### src/rtl/cla_addsub_pipe_if.sv
// Operand/result handshake bundle for cla_addsub_pipe.
// The master side drives operands and out_ready; the slave side is the adder.
interface cla_addsub_pipe_if #(
    parameter int unsigned WIDTH = 16
);
    logic             in_valid;
    logic             in_ready;
    logic [WIDTH-1:0] in0;
    logic [WIDTH-1:0] in1;
    logic             cin;
    logic             sub;
    logic             out_valid;
    logic             out_ready;
    logic [WIDTH-1:0] sum;
    logic             cout;
    logic             ovf;
    logic             zero;
    logic             neg;

    modport master (
        output in_valid, in0, in1, cin, sub, out_ready,
        input  in_ready, out_valid, sum, cout, ovf, zero, neg
    );

    modport slave (
        input  in_valid, in0, in1, cin, sub, out_ready,
        output in_ready, out_valid, sum, cout, ovf, zero, neg
    );
endinterface

### src/rtl/cla_addsub_pipe.sv
// Pipelined carry-lookahead adder/subtractor: STAGES slices, one per register stage,
// each a two-level (bit/group) lookahead adder, with valid/ready flow control and flags.
module cla_addsub_pipe #(
    parameter int unsigned WIDTH  = 16,
    parameter int unsigned GROUP  = 4,
    parameter int unsigned STAGES = 2
) (
    input logic              clk,
    input logic              rst_n,
    cla_addsub_pipe_if.slave bus
);
    localparam int unsigned SW = WIDTH / STAGES;
    localparam int unsigned NG = SW / GROUP;

    if ((WIDTH % (GROUP * STAGES)) != 0) begin : g_param_check
        $error("cla_addsub_pipe: WIDTH must be a multiple of GROUP*STAGES");
    end

    logic [WIDTH-1:0] r_a   [STAGES];
    logic [WIDTH-1:0] r_b   [STAGES];
    logic [WIDTH-1:0] r_sum [STAGES];
    logic             r_c   [STAGES];
    logic             r_v   [STAGES];
    logic             r_ovf;
    logic             r_zero;
    logic             r_neg;

    logic [WIDTH-1:0] w_nxt_a   [STAGES];
    logic [WIDTH-1:0] w_nxt_b   [STAGES];
    logic [WIDTH-1:0] w_nxt_sum [STAGES];
    logic             w_nxt_c   [STAGES];
    logic             w_nxt_v   [STAGES];
    logic             w_cmsb    [STAGES];

    logic [WIDTH-1:0] w_b0;
    logic             w_c0;
    logic             w_stall;

    assign w_stall      = r_v[STAGES-1] & ~bus.out_ready;
    assign bus.in_ready = ~w_stall;

    assign w_b0 = bus.sub ? ~bus.in1 : bus.in1;
    assign w_c0 = bus.sub | bus.cin;

    // Pending operands shift down by one slice per stage so the active slice is always
    // at [SW-1:0]; finished sum slices enter at the top and land in place after STAGES.
    for (genvar k = 0; k < STAGES; k++) begin : g_stage
        logic [SW-1:0] w_sa;
        logic [SW-1:0] w_sb;
        logic [SW-1:0] w_p;
        logic [SW-1:0] w_g;
        logic [SW-1:0] w_s;
        logic [SW:0]   w_c;
        logic [NG-1:0] w_gp;
        logic [NG-1:0] w_gg;
        logic [NG:0]   w_gc;
        logic          w_ci;

        if (k == 0) begin : g_first
            assign w_sa         = bus.in0[SW-1:0];
            assign w_sb         = w_b0[SW-1:0];
            assign w_ci         = w_c0;
            assign w_nxt_v[k]   = bus.in_valid;
            assign w_nxt_a[k]   = bus.in0 >> SW;
            assign w_nxt_b[k]   = w_b0 >> SW;
            assign w_nxt_sum[k] = WIDTH'(w_s) << (WIDTH - SW);
        end else begin : g_later
            assign w_sa         = r_a[k-1][SW-1:0];
            assign w_sb         = r_b[k-1][SW-1:0];
            assign w_ci         = r_c[k-1];
            assign w_nxt_v[k]   = r_v[k-1];
            assign w_nxt_a[k]   = r_a[k-1] >> SW;
            assign w_nxt_b[k]   = r_b[k-1] >> SW;
            assign w_nxt_sum[k] = (r_sum[k-1] >> SW) | (WIDTH'(w_s) << (WIDTH - SW));
        end

        assign w_p = w_sa ^ w_sb;
        assign w_g = w_sa & w_sb;

        always_comb begin : group_pg
            logic t;
            w_gp = '0;
            w_gg = '0;
            for (int unsigned j = 0; j < NG; j++) begin
                w_gp[j] = &w_p[j*GROUP +: GROUP];
                for (int unsigned i = 0; i < GROUP; i++) begin
                    t = w_g[j*GROUP + i];
                    for (int unsigned m = i + 1; m < GROUP; m++) t = t & w_p[j*GROUP + m];
                    w_gg[j] = w_gg[j] | t;
                end
            end
        end

        always_comb begin : group_carry
            logic acc;
            logic t;
            w_gc    = '0;
            w_gc[0] = w_ci;
            for (int unsigned j = 0; j < NG; j++) begin
                acc = w_ci;
                for (int unsigned u = 0; u <= j; u++) acc = acc & w_gp[u];
                for (int unsigned i = 0; i <= j; i++) begin
                    t = w_gg[i];
                    for (int unsigned u = i + 1; u <= j; u++) t = t & w_gp[u];
                    acc = acc | t;
                end
                w_gc[j+1] = acc;
            end
        end

        always_comb begin : bit_carry
            logic acc;
            logic t;
            w_c = '0;
            for (int unsigned j = 0; j < NG; j++) begin
                for (int unsigned i = 0; i < GROUP; i++) begin
                    acc = w_gc[j];
                    for (int unsigned u = 0; u < i; u++) acc = acc & w_p[j*GROUP + u];
                    for (int unsigned m = 0; m < i; m++) begin
                        t = w_g[j*GROUP + m];
                        for (int unsigned u = m + 1; u < i; u++) t = t & w_p[j*GROUP + u];
                        acc = acc | t;
                    end
                    w_c[j*GROUP + i] = acc;
                end
            end
            w_c[SW] = w_gc[NG];
        end

        assign w_s        = w_p ^ w_c[SW-1:0];
        assign w_nxt_c[k] = w_c[SW];
        assign w_cmsb[k]  = w_c[SW-1];
    end

    always_ff @(posedge clk or negedge rst_n) begin
        if (!rst_n) begin
            for (int unsigned k = 0; k < STAGES; k++) begin
                r_a[k]   <= '0;
                r_b[k]   <= '0;
                r_sum[k] <= '0;
                r_c[k]   <= 1'b0;
                r_v[k]   <= 1'b0;
            end
            r_ovf  <= 1'b0;
            r_zero <= 1'b0;
            r_neg  <= 1'b0;
        end else if (!w_stall) begin
            for (int unsigned k = 0; k < STAGES; k++) begin
                r_a[k]   <= w_nxt_a[k];
                r_b[k]   <= w_nxt_b[k];
                r_sum[k] <= w_nxt_sum[k];
                r_c[k]   <= w_nxt_c[k];
                r_v[k]   <= w_nxt_v[k];
            end
            r_ovf  <= w_cmsb[STAGES-1] ^ w_nxt_c[STAGES-1];
            r_zero <= ~|w_nxt_sum[STAGES-1];
            r_neg  <= w_nxt_sum[STAGES-1][WIDTH-1];
        end
    end

    assign bus.out_valid = r_v[STAGES-1];
    assign bus.sum       = r_sum[STAGES-1];
    assign bus.cout      = r_c[STAGES-1];
    assign bus.ovf       = r_ovf;
    assign bus.zero      = r_zero;
    assign bus.neg       = r_neg;
endmodule

### src/flat_wrapper.sv
// flat-port wrapper written by rule: the top's interface ports become plain ports
module cla_addsub_pipe_flat 
#(
    parameter int unsigned WIDTH  = 16,
    parameter int unsigned GROUP  = 4,
    parameter int unsigned STAGES = 2
)
  (clk, rst_n, bus_in_valid, bus_in0, bus_in1, bus_cin, bus_sub, bus_out_ready, bus_in_ready, bus_out_valid, bus_sum, bus_cout, bus_ovf, bus_zero, bus_neg);
  cla_addsub_pipe_if #(.WIDTH(WIDTH)) bus_i ();
  input logic clk;
  input logic rst_n;
  input wire logic [$bits(bus_i.in_valid)-1:0] bus_in_valid;
  input wire logic [$bits(bus_i.in0)-1:0] bus_in0;
  input wire logic [$bits(bus_i.in1)-1:0] bus_in1;
  input wire logic [$bits(bus_i.cin)-1:0] bus_cin;
  input wire logic [$bits(bus_i.sub)-1:0] bus_sub;
  input wire logic [$bits(bus_i.out_ready)-1:0] bus_out_ready;
  output wire logic [$bits(bus_i.in_ready)-1:0] bus_in_ready;
  output wire logic [$bits(bus_i.out_valid)-1:0] bus_out_valid;
  output wire logic [$bits(bus_i.sum)-1:0] bus_sum;
  output wire logic [$bits(bus_i.cout)-1:0] bus_cout;
  output wire logic [$bits(bus_i.ovf)-1:0] bus_ovf;
  output wire logic [$bits(bus_i.zero)-1:0] bus_zero;
  output wire logic [$bits(bus_i.neg)-1:0] bus_neg;
  assign bus_i.in_valid = bus_in_valid;
  assign bus_i.in0 = bus_in0;
  assign bus_i.in1 = bus_in1;
  assign bus_i.cin = bus_cin;
  assign bus_i.sub = bus_sub;
  assign bus_i.out_ready = bus_out_ready;
  assign bus_in_ready = bus_i.in_ready;
  assign bus_out_valid = bus_i.out_valid;
  assign bus_sum = bus_i.sum;
  assign bus_cout = bus_i.cout;
  assign bus_ovf = bus_i.ovf;
  assign bus_zero = bus_i.zero;
  assign bus_neg = bus_i.neg;
  cla_addsub_pipe #(.WIDTH(WIDTH), .GROUP(GROUP), .STAGES(STAGES)) u_core (.clk(clk), .rst_n(rst_n), .bus(bus_i));
endmodule
### config.mk
export PLATFORM = sky130hd
export DESIGN_NAME = cla_addsub_pipe_flat
export DESIGN_NICKNAME = d
export VERILOG_FILES = /design/src/rtl/cla_addsub_pipe_if.sv /design/src/rtl/cla_addsub_pipe.sv /design/src/flat_wrapper.sv
export SDC_FILE = /design/constraint.sdc
export NUM_CORES = 1
export LEC_CHECK = 0
export CORE_UTILIZATION = 30
export DETAILED_ROUTE_END_ITERATION = 8
export SLEW_MARGIN = 15
export SYNTH_ARGS = -nofsm -noshare
export SYNTH_HDL_FRONTEND = slang
export SYNTH_SLANG_ARGS = --single-unit
### constraint.sdc
create_clock -name clk -period 6.6 [get_ports clk]
set_clock_uncertainty 0.05 [all_clocks]
set_input_delay 1.98 -clock clk [delete_from_list [all_inputs] [get_ports clk]]
set_output_delay 1.98 -clock clk [all_outputs]
set_load 0.01 [all_outputs]
### Signal wires on met1, run 1

Scale bar: 20 um. Supply wires on this layer in grey.
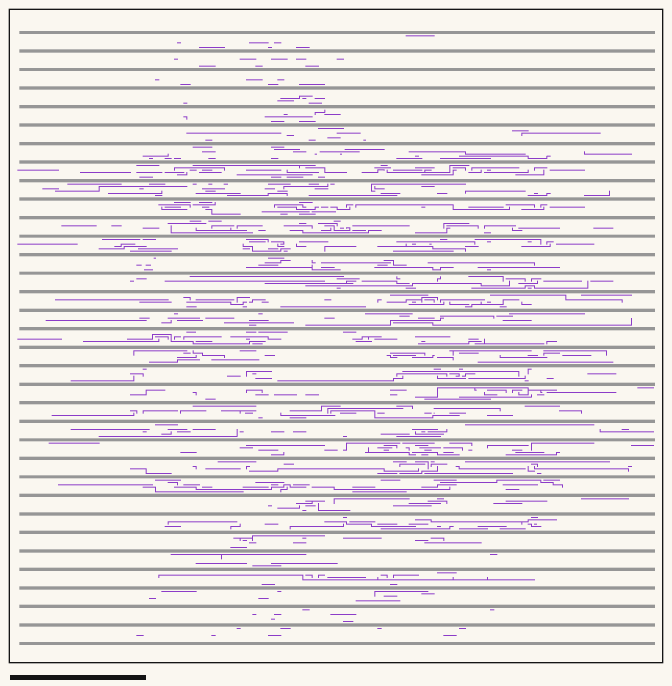
- nets with wire on the layer: 326
- longest straight run: 34.0 um
- wire length on this layer: 2700 um
- share of all routed wire: 50%
- main direction: horizontal

### Met2 routing, run 1

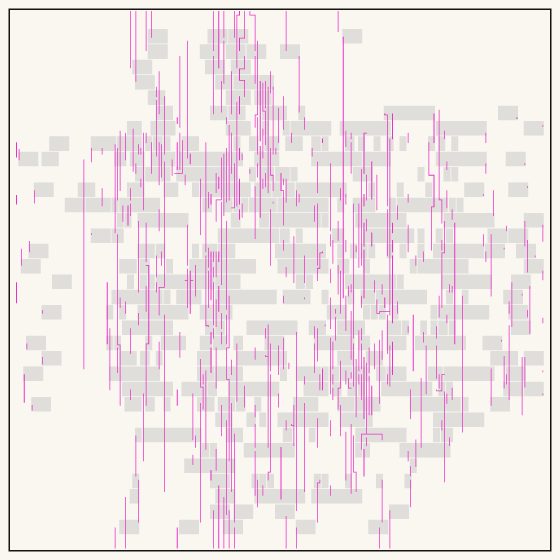
- main direction: vertical
- nets with wire on the layer: 293

==> flow_summary.toml, run 1 <==
# yosys + openroad results
[run_status]
status = "finished, final reports clean"

[final_layout]
fin_nets = 389
nFillCells = 856
fin_util_pct = 40.0
stdcell_count = 433
dominant_cells = "multi-input combinational cells"
drive_gt1_share_pct = 5.49
sh_seq_area_pct = 34.3

[yosys]
largest_area_cell = "dfrtp_1"
top_logic_kind = "simple AND/OR/NAND/NOR gates"
synthMuxAreaShare_pct = 0.759
top_cell_area_share_pct = 43.6
synth.most_common_cell = "nand2_1"
common_cells = "nand2_1 (80), dfrtp_1 (46), ha_1 (20)"
async_reset_ff_share_pct = 100
edf_count = 0
yosysWarnings = 0
synthesis.nets = 347
top_cells_by_area = "dfrtp_1 (44%), nand2_1 (11%), ha_1 (9.5%), xor2_1 (5.0%), buf_4 (4.8%)"
syn_area_um2 = 2640

[place]
port_buffers = 59
place_congestion = 0.817

[timing]
period_used_pct = 78.3
rsz0062_at_grt = "no"
slew_headroom_pct = 32.2
fmax_mhz = 193
setup_viol = 0

[cts]
clkSinkCount = 46
htreeDepth = 2
clkLatencyLatePin_ps = 300
cts_root_buf = "clkbuf_8"
cts_tree = "done"
postCtsSetupBuffers = 0
ctsResizeCount = 0

[global_route]
use_met2_pct = 20.2
track_usage_pct = 13.0
grt_max_degree = 55
use_met3_pct = 3.24
grt.overflow.total = 0

[floorplanning]
core_um2 = 8380
rows = 33
die-area_um2 = 9170
core_util_floorplan_pct = 31.5

[critical_path]
reg2reg_from = "u_core.g_stage[1].w_sb[0]$_DFFE_PN0N_"
rr_endpoint = "u_core.bus.zero$_DFFE_PN0N_"
critPathCapture = "bus_in_ready"
cp_cell_sequence = "clkdlybuf4s50_1, nor2b_4, inv_2, clkdlybuf4s50_1"
worst_ep_arrival_time_ps = 3140
cpPeakStageDelay_ps = 530
critPathMaxFanout = 2
critPathSlowestCell = "clkdlybuf4s50_1"

[power]
p_per_area_nw_per_um2 = 314
p_int_mw = 0.714
power-top-group = "registers"
power.leakage_nw = 1.53

[routing]
routed.top_layer = "met4"
dr_wl_met2_um = 2400
wl_met1_um = 2700
vias = 1902

[min_path]
worst_hold_path.endpoint = "u_core.bus.out_valid$_DFFE_PN0N_"
### Metal 3, run 1

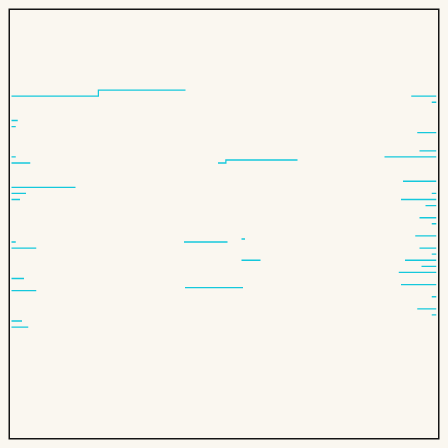
- main direction: horizontal
- share of all routed wire: 4.0%
- nets with wire on the layer: 36
- longest straight run: 19.3 um

--- run 2 (diff from run 1) ---
==> constraint.sdc (replaced) <==
create_clock -name clk -period 4.4 [get_ports clk]
set_clock_uncertainty 0.05 [all_clocks]
set_input_delay 1.32 -clock clk [delete_from_list [all_inputs] [get_ports clk]]
set_output_delay 1.32 -clock clk [all_outputs]
set_load 0.01 [all_outputs]
==> run 2 against run 1 <==
Routed wire length shrank 0.93%; sequential cell count is the same; clock power is essentially flat; combinational power grew about 50%; register-to-register slack lost 2200 ps; sequential power grew about 50%; first-iteration DRC count shrank 32%; hold slack lost 2.8 ps; core utilization shrank 0.52 points; cell area shrank 1.3%; highest routed layer unchanged.
==> flow_summary.toml, run 2 <==
# yosys + openroad results
[run_status]
status = "finished, final reports clean"

[floorplanning]
core_um2 = 8380
core_util_floorplan_pct = 31.5
die-area_um2 = 9170
rows = 33

[routing]
dr_wl_met2_um = 2390
routed.top_layer = "met4"
wl_met1_um = 2630

[critical_path]
cpPeakStageDelay_ps = 540
rr_endpoint = "u_core.bus.zero$_DFFE_PN0N_"
reg2reg_from = "u_core.g_stage[1].w_sb[0]$_DFFE_PN0N_"
cp_cell_sequence = "clkdlybuf4s50_1, nor2b_4, inv_2, clkdlybuf4s50_1"
critPathCapture = "bus_in_ready"

[cts]
postCtsSetupBuffers = 0
cts_root_buf = "clkbuf_8"
htreeDepth = 2
clkSinkCount = 46
ctsResizeCount = 0
clkLatencyLatePin_ps = 290

[yosys]
largest_area_cell = "dfrtp_1"
top_logic_kind = "simple AND/OR/NAND/NOR gates"
synthMuxAreaShare_pct = 0.759
syn_area_um2 = 2640
edf_count = 0
synthesis.nets = 347
synth.most_common_cell = "nand2_1"
yosysWarnings = 0
async_reset_ff_share_pct = 100
top_cells_by_area = "dfrtp_1 (44%), nand2_1 (11%), ha_1 (9.5%), xor2_1 (5.0%), buf_4 (4.8%)"

[place]
port_buffers = 59
hpwl_um = 4110
dpl_cell_area_um2 = 3230
place_congestion = 0.783

[power]
power.leakage_nw = 1.51
p_per_area_nw_per_um2 = 439
power-top-group = "registers"

[job]
maxCapViolations = 0

[final_layout]
drive_gt1_share_pct = 5.47
sh_seq_area_pct = 34.8
dominant_cells = "multi-input combinational cells"
areaGrowthSynthToFinish_pct = 25.5
stdcell_count = 434
nFillCells = 868

[timing]
setup_viol = 0
period_used_pct = 87.6
rsz0062_at_grt = "no"
slew_headroom_pct = 33.5
fmax_mhz = 259

[global_route]
grt_max_degree = 55
use_met2_pct = 20.3
antenna_found_initial = 0
grt.overflow.total = 0

[min_path]
worst_hold_path.endpoint = "u_core.r_v[1]$_DFFE_PN0N_"
### Signal wires on met1, run 2

Scale bar: 20 um. Supply wires on this layer in grey.
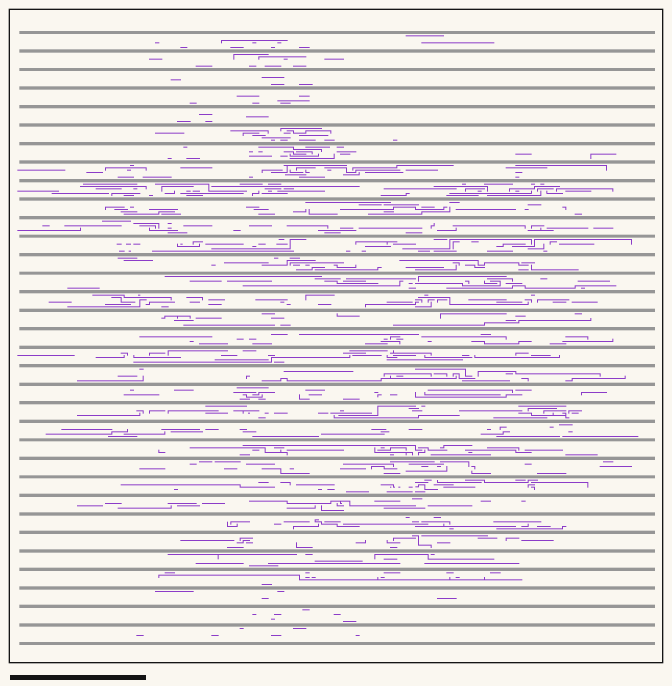
- main direction: horizontal
- nets with wire on the layer: 325
- share of all routed wire: 49%
routed vias: 1960
DRT Wirelength: 5330 um

### Routing congestion map, run 2

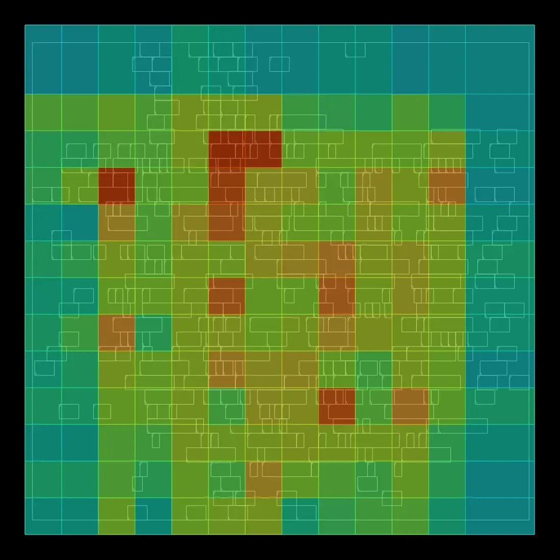
Tot GR Track Use: 12.7%
fin util: 39.5%
grt met3 use: 2.84%
Most Crowded Layer GR: met2

### Placement by cell class, run 2

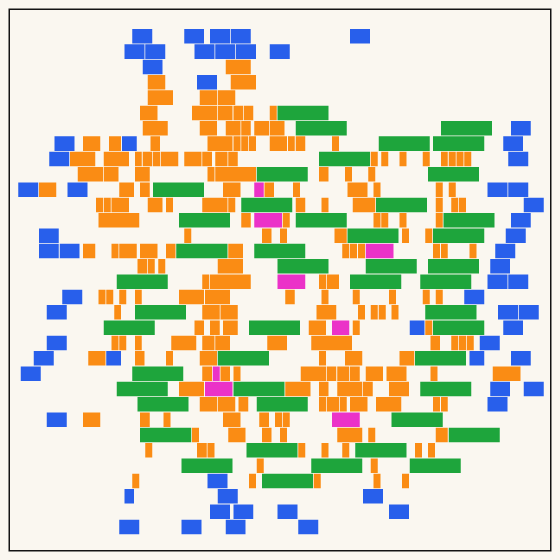
- registers: green (cells 46; share of their area 36%)
- clock drivers and dummy loads: magenta (cells 8; share of their area 2.7%)
- remaining logic cells: orange (cells 212; share of their area 42%)
- remaining buffers and delay cells: blue (cells 63; share of their area 19%)

--- run 3 (diff from run 2) ---
--- a/config.mk
+++ b/config.mk
@@ -5,8 +5,12 @@
 export SDC_FILE = /design/constraint.sdc
 export NUM_CORES = 1
 export LEC_CHECK = 0
+export CELL_PAD_IN_SITES_DETAIL_PLACEMENT = 0
+export CELL_PAD_IN_SITES_GLOBAL_PLACEMENT = 1
+export CORE_MARGIN = 2
 export CORE_UTILIZATION = 30
 export DETAILED_ROUTE_END_ITERATION = 8
+export PLACE_DENSITY = 0.73
 export SLEW_MARGIN = 15
 export SYNTH_ARGS = -nofsm -noshare
 export SYNTH_HDL_FRONTEND = slang
==> run 3 against run 2 <==
Sequential cell count did not move; sequential share of layout area fell by 0.27 points; highest routed layer unchanged; register-to-register slack got worse by 50 ps; clock power rose by 23%; first-iteration DRC count rose by 65%; power rose by 4.5%; synthesized cell count did not move; cell count rose by 0.69%; setup slack got worse by 0.66 ps; core utilization fell by 0.86 points; maximum frequency barely moved.
==> flow_summary.toml, run 3 <==
# yosys + openroad results
[run_status]
status = "finished, final reports clean"

[routing]
wl_met1_um = 2680
vias = 1937
dr.pass1.iters = 4
dr_wl_met2_um = 2470
routed_wl_um = 5420

[timing]
period_used_pct = 87.6
fmax_mhz = 259
slew_headroom_pct = 33.0
rsz0062_at_grt = "no"

[final_layout]
ff_latch_area_um2 = 1150
sh_seq_area_pct = 34.5
drive_gt1_share_pct = 5.78
nFillCells = 908
fin_util_pct = 38.7
dominant_cells = "multi-input combinational cells"
stdcell_count = 437

[cts]
postCtsSetupBuffers = 0
clkLatencyLatePin_ps = 300
htreeDepth = 2
cts_root_buf = "clkbuf_8"
ctsResizeCount = 0

[critical_path]
reg2reg_from = "u_core.g_stage[1].w_sb[0]$_DFFE_PN0N_"
crit_start = "bus_out_ready"
cp_cell_sequence = "clkdlybuf4s50_1, nor2b_4, inv_2, clkdlybuf4s50_1"
startpoint_type = "input port"
critPathCapture = "bus_in_ready"
cpPeakStageDelay_ps = 530
rr_endpoint = "u_core.bus.zero$_DFFE_PN0N_"

[global_route]
grt_max_degree = 55
grt.overflow.total = 0
use_met2_pct = 18.6
antenna_found_initial = 0
top_usage_layer = "met2"

[place]
dpl_cell_area_um2 = 3230
port_buffers = 59
numPlacedInstances = 429

[yosys]
synthMuxAreaShare_pct = 0.759
largest_area_cell = "dfrtp_1"
top_cells_by_area = "dfrtp_1 (44%), nand2_1 (11%), ha_1 (9.5%), xor2_1 (5.0%), buf_4 (4.8%)"
synthesis.nets = 347
async_reset_ff_share_pct = 100
syn_area_um2 = 2640
synth.most_common_cell = "nand2_1"

[floorplanning]
die-area_um2 = 9560
rows = 34
core_um2 = 8640

[job]
maxCapViolations = 0

[power]
power-top-group = "registers"
power.leakage_nw = 1.53

[min_path]
worst_hold_path.endpoint = "u_core.bus.out_valid$_DFFE_PN0N_"
### Met2 routing, run 3

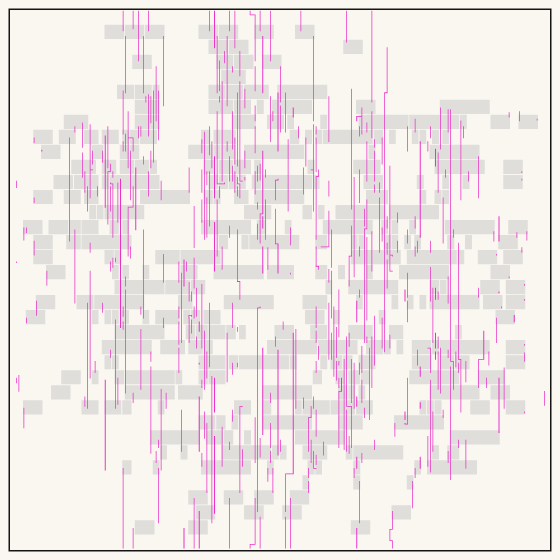
- share of all routed wire: 46%
- nets with wire on the layer: 302
- longest straight run: 46.9 um
- wire length on this layer: 2470 um

### Routing congestion map, run 3

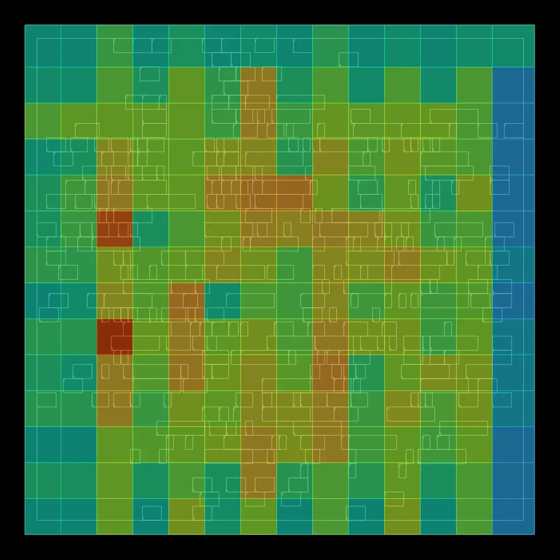
Tot GR Track Use: 12.0%
mean routed wirelength per cell: 12.4 um
grt met3 use: 2.86%
grt met1 use: 16.9%

### Placement by cell class, run 3

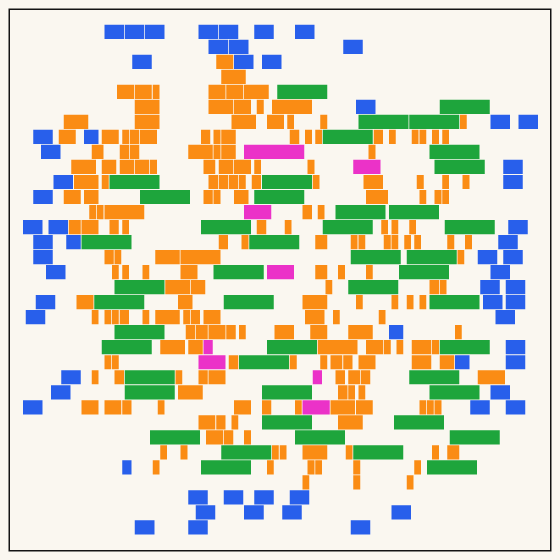
- clock drivers and dummy loads: magenta (cells 8; share of their area 3.4%)
- remaining buffers and delay cells: blue (cells 63; share of their area 19%)
- registers: green (cells 46; share of their area 36%)
- remaining logic cells: orange (cells 212; share of their area 41%)

No activity file was given, so power comes from the tool's default toggle rates.
